**src/rtl/csc_pkg.sv**
```systemverilog
// Shared definitions for the colour-space output scheduler.
package csc_pkg;

    localparam int unsigned STREAM_W = 24;
    localparam int unsigned BUS_W    = STREAM_W + 3;

    localparam logic [1:0] MODE_RGB   = 2'd0;
    localparam logic [1:0] MODE_HSV   = 2'd1;
    localparam logic [1:0] MODE_YCBCR = 2'd2;
    localparam logic [1:0] MODE_HSI   = 2'd3;

    typedef enum logic {
        MUTE,
        RUN
    } state_e;

    typedef struct packed {
        logic                hs;
        logic                vs;
        logic                de;
        logic [STREAM_W-1:0] data;
    } stream_t;

endpackage

```
**src/rtl/csc_delay_line.sv**
```systemverilog
// Fixed-depth register pipeline used to align the raw RGB stream with the converter outputs.
module csc_delay_line #(
    parameter int unsigned DEPTH = 3,
    parameter int unsigned WIDTH = 27
) (
    input  logic             clk,
    input  logic             rst_n,
    input  logic [WIDTH-1:0] d_i,
    output logic [WIDTH-1:0] q_o
);

    if (DEPTH == 0) begin : g_wire
        assign q_o = d_i;
    end else begin : g_pipe
        logic [WIDTH-1:0] pipe_q [DEPTH];

        always_ff @(posedge clk or negedge rst_n) begin
            if (!rst_n) begin
                for (int i = 0; i < DEPTH; i++) begin
                    pipe_q[i] <= '0;
                end
            end else begin
                pipe_q[0] <= d_i;
                for (int i = 1; i < DEPTH; i++) begin
                    pipe_q[i] <= pipe_q[i-1];
                end
            end
        end

        assign q_o = pipe_q[DEPTH-1];
    end

endmodule

```
**src/rtl/csc_out_sched.sv**
```systemverilog
// Frame-synchronous selector of one of four colour-space streams towards the VGA port.
// Mode switches land on frame boundaries and the first partial frame of the new stream is muted.
module csc_out_sched
    import csc_pkg::*;
#(
    parameter int unsigned DEF_MODE    = 0,
    parameter int unsigned RGB_LAT     = 3,
    parameter int unsigned AUTO_FRAMES = 60
) (
    input  logic        clk,
    input  logic        rst_n,
    input  logic        mode_req_valid,
    input  logic [1:0]  mode_req,
    output logic        mode_req_ready,
    input  logic        auto_en,
    input  logic        RGB_hsync,
    input  logic        RGB_vsync,
    input  logic        RGB_de,
    input  logic [23:0] RGB_data,
    input  logic        HSV_hsync,
    input  logic        HSV_vsync,
    input  logic        HSV_de,
    input  logic [23:0] HSV_data,
    input  logic        YCbCr_hsync,
    input  logic        YCbCr_vsync,
    input  logic        YCbCr_de,
    input  logic [23:0] YCbCr_data,
    input  logic        HSI_hsync,
    input  logic        HSI_vsync,
    input  logic        HSI_de,
    input  logic [23:0] HSI_data,
    output logic        VGA_hsync,
    output logic        VGA_vsync,
    output logic        VGA_de,
    output logic [23:0] VGA_data,
    output logic [1:0]  cur_mode,
    output logic [15:0] frame_cnt
);

    localparam logic [15:0] AUTO_LAST = 16'(AUTO_FRAMES - 1);

    stream_t rgb_in, rgb_dly, hsv_s, ycc_s, hsi_s, sel;

    assign rgb_in = '{hs: RGB_hsync, vs: RGB_vsync, de: RGB_de, data: RGB_data};
    assign hsv_s  = '{hs: HSV_hsync, vs: HSV_vsync, de: HSV_de, data: HSV_data};
    assign ycc_s  = '{hs: YCbCr_hsync, vs: YCbCr_vsync, de: YCbCr_de, data: YCbCr_data};
    assign hsi_s  = '{hs: HSI_hsync, vs: HSI_vsync, de: HSI_de, data: HSI_data};

    csc_delay_line #(
        .DEPTH (RGB_LAT),
        .WIDTH (BUS_W)
    ) u_rgb_dly (
        .clk   (clk),
        .rst_n (rst_n),
        .d_i   (rgb_in),
        .q_o   (rgb_dly)
    );

    state_e      state_q, state_d;
    logic [1:0]  cur_mode_q, cur_mode_d;
    logic        pend_vld_q, pend_vld_d;
    logic [1:0]  pend_mode_q, pend_mode_d;
    logic [15:0] auto_cnt_q, auto_cnt_d;
    logic [15:0] frame_cnt_q, frame_cnt_d;
    logic        vs_prev_q;
    stream_t     out_q, out_d;
    logic        vs_rise;
    logic        req_acc;

    always_comb begin
        case (cur_mode_q)
            MODE_RGB:   sel = rgb_dly;
            MODE_HSV:   sel = hsv_s;
            MODE_YCBCR: sel = ycc_s;
            MODE_HSI:   sel = hsi_s;
            default:    sel = rgb_dly;
        endcase
    end

    assign vs_rise        = sel.vs & ~vs_prev_q;
    assign mode_req_ready = (state_q == RUN) && !pend_vld_q;
    assign req_acc        = mode_req_valid & mode_req_ready;

    always_comb begin
        state_d     = state_q;
        cur_mode_d  = cur_mode_q;
        pend_vld_d  = pend_vld_q;
        pend_mode_d = pend_mode_q;
        auto_cnt_d  = auto_en ? auto_cnt_q : '0;
        frame_cnt_d = frame_cnt_q;
        out_d       = '0;

        // A request for the mode already on screen is consumed without effect.
        if (req_acc && (mode_req != cur_mode_q)) begin
            pend_vld_d  = 1'b1;
            pend_mode_d = mode_req;
        end

        case (state_q)
            MUTE: begin
                if (vs_rise) begin
                    state_d = RUN;
                    out_d   = sel;
                end
            end
            RUN: begin
                out_d = sel;
                if (vs_rise) begin
                    frame_cnt_d = frame_cnt_q + 16'd1;
                    if (auto_en) begin
                        auto_cnt_d = auto_cnt_q + 16'd1;
                    end
                    // Manual switch has priority over the auto tick on the same edge.
                    if (pend_vld_q) begin
                        cur_mode_d = pend_mode_q;
                        pend_vld_d = 1'b0;
                        auto_cnt_d = '0;
                        state_d    = MUTE;
                        out_d      = '0;
                    end else if (auto_en && (auto_cnt_q == AUTO_LAST)) begin
                        cur_mode_d = cur_mode_q + 2'd1;
                        auto_cnt_d = '0;
                        state_d    = MUTE;
                        out_d      = '0;
                    end
                end
            end
            default: state_d = MUTE;
        endcase
    end

    always_ff @(posedge clk or negedge rst_n) begin
        if (!rst_n) begin
            state_q     <= MUTE;
            cur_mode_q  <= 2'(DEF_MODE);
            pend_vld_q  <= 1'b0;
            pend_mode_q <= '0;
            auto_cnt_q  <= '0;
            frame_cnt_q <= '0;
            vs_prev_q   <= 1'b0;
            out_q       <= '0;
        end else begin
            state_q     <= state_d;
            cur_mode_q  <= cur_mode_d;
            pend_vld_q  <= pend_vld_d;
            pend_mode_q <= pend_mode_d;
            auto_cnt_q  <= auto_cnt_d;
            frame_cnt_q <= frame_cnt_d;
            vs_prev_q   <= sel.vs;
            out_q       <= out_d;
        end
    end

    assign VGA_hsync = out_q.hs;
    assign VGA_vsync = out_q.vs;
    assign VGA_de    = out_q.de;
    assign VGA_data  = out_q.data;
    assign cur_mode  = cur_mode_q;
    assign frame_cnt = frame_cnt_q;

endmodule

```
**config.mk**
```make
export PLATFORM = sky130hd
export DESIGN_NAME = csc_out_sched
export DESIGN_NICKNAME = d
export VERILOG_FILES = /design/src/rtl/csc_pkg.sv /design/src/rtl/csc_delay_line.sv /design/src/rtl/csc_out_sched.sv
export SDC_FILE = /design/constraint.sdc
export NUM_CORES = 1
export LEC_CHECK = 0
export CORE_MARGIN = 4
export CORE_UTILIZATION = 47
export CTS_CLUSTER_DIAMETER = 80
export DETAILED_ROUTE_END_ITERATION = 6
export GPL_TIMING_DRIVEN = 0
export PLACE_DENSITY_LB_ADDON = 0.25
export SETUP_SLACK_MARGIN = 0.02
export SYNTH_ARGS = -nofsm -noshare
export SYNTH_HDL_FRONTEND = slang
export SYNTH_SLANG_ARGS = --single-unit
```
**constraint.sdc**
```tcl
create_clock -name clk -period 2.4 [get_ports clk]
set_input_delay 0.72 -clock clk [delete_from_list [all_inputs] [get_ports clk]]
set_output_delay 0.72 -clock clk [all_outputs]
set_load 0.01 [all_outputs]
```
### Clock wires, drivers and flops

Bar = 20 um.
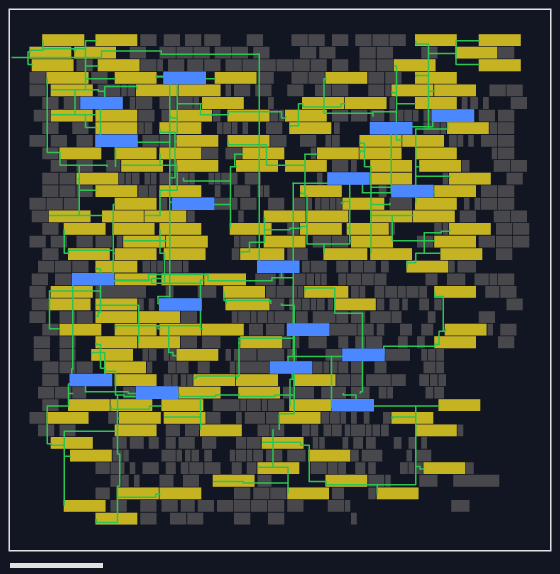
[clock wires] green | length: 1690 um
[clock drivers] blue | count: 17
[flip-flops] yellow | count: 147
routed clock nets	18

==> reports/summary.json <==
{
  "final_timing": {
    "grt_setup_unrepaired": "yes",
    "finalCriticalPeriod_ps": 2310,
    "report.final.hold_viol_count": 0,
    "timing.final.crit_share_pct": 96.0,
    "setup_ws_post_layout_ps": 95.0
  },
  "cts": {
    "clkSlewWorstSetupHoldPaths_ps": 60,
    "clock_tree_from_tritoncts": "built",
    "clock_latency_ps": 420,
    "post-cts-setup-buffer-count": 5,
    "cts.sink_count": 147,
    "cts_buffers": 17,
    "clockRootBuffer": "sky130_fd_sc_hd__clkbuf_16"
  },
  "power": {
    "switching_share_pct": 34.6,
    "cellLeakagePower_nw": 3.46,
    "clock_power_share_pct": 28.3,
    "power_report.internal_total_mw": 5.94,
    "ir_drop_mv": 0.802,
    "power.combinational.fraction_pct": 37.7,
    "finalPower_mw": 9.08,
    "comb-power_mw": 3.43,
    "power_clock_mw": 2.57
  },
  "status": {
    "outcome": "finished, final reports clean"
  },
  "grt": {
    "groute.layer.met1.usage_pct": 28.0,
    "grt_antenna_before_repair": 0,
    "grt_use_met2_pct": 36.3
  },
  "synthesis": {
    "post-synth-top-area-fraction_pct": 66.3,
    "synth_area_sq_mm": 0.00555,
    "postSynthNetCount": 575,
    "yosysMostFrequentCell": "sky130_fd_sc_hd__dfrtp_1",
    "post_synth_num_cell_types": 49
  },
  "die": {
    "fp.dieW_um": 117,
    "rows": 39,
    "die_h_um": 117
  },
  "run": {
    "tool_warnings": 31
  },
  "worst_setup_path": {
    "path_cells": "nor2b_4 -> clkdlybuf4s50_1",
    "timing.critical_path.buf_inv": 1,
    "end_kind": "primary output",
    "critical_path.slowest_cell": "sky130_fd_sc_hd__clkdlybuf4s50_1",
    "cp_slowest_stage_delay_ps": 540,
    "critPathLaunch": "state_q"
  },
  "detailed_routing": {
    "antenna_left": 0,
    "drc_errors": 0
  },
  "finish": {
    "end_of_flow_core_utilization_pct": 70.6,
    "logic_area_sq_mm": 0.00178,
    "final_area_sq_mm": 0.00809,
    "nFillCells": 785
  },
  "place": {
    "place_congestion": 0.880,
    "placed_cells": 757,
    "placement.io_buffers": 158
  }
}
### Metal layers overlaid

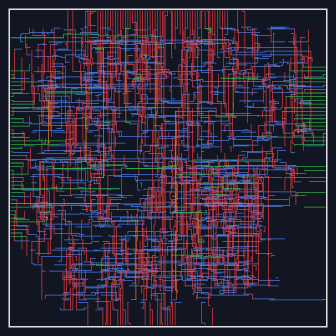
layer	color	wire length
metal 1	blue	5820 um
metal 2	red	7350 um
metal 4	orange	273 um
metal 3	green	1190 um
detail-routed net length per standard cell: 18.3 um
via count: 4344
detailed-route wire length: 14600 um

==> layer usage <==
| metal | share of wire, % | vias up | routed length, um |
|---|---|---|---|
| met4 | 1.9 | 0 | 273 |
| met5 | 0 | - | 0 |
| met3 | 8.1 | 25 | 1190 |
| li1 | - | 2035 | - |
| met2 | 50 | 179 | 7350 |
| met1 | 40 | 2105 | 5820 |
==> layout make-up <==
class                      instances  share of cell area, %
clock buffer                      20                   5.64
multi-input combinational        273                   21.9
timing repair buffer             171                   21.1
clock inverter                    12                   1.53
inverter                           7                  0.325
buffer                            26                   1.79
sequential                       147                   45.5
tap                              143                   2.21
==> kinds of logic after synthesis <==
group / synth area share [%]
flops: 66.3
simple gates: 12.9
buf+inv: 2.84
mux: 1.15
compound gates: 12.8
xor+xnor: 2.68
fa+ha+maj: 1.35
Power is estimated from default activity; no workload was simulated.
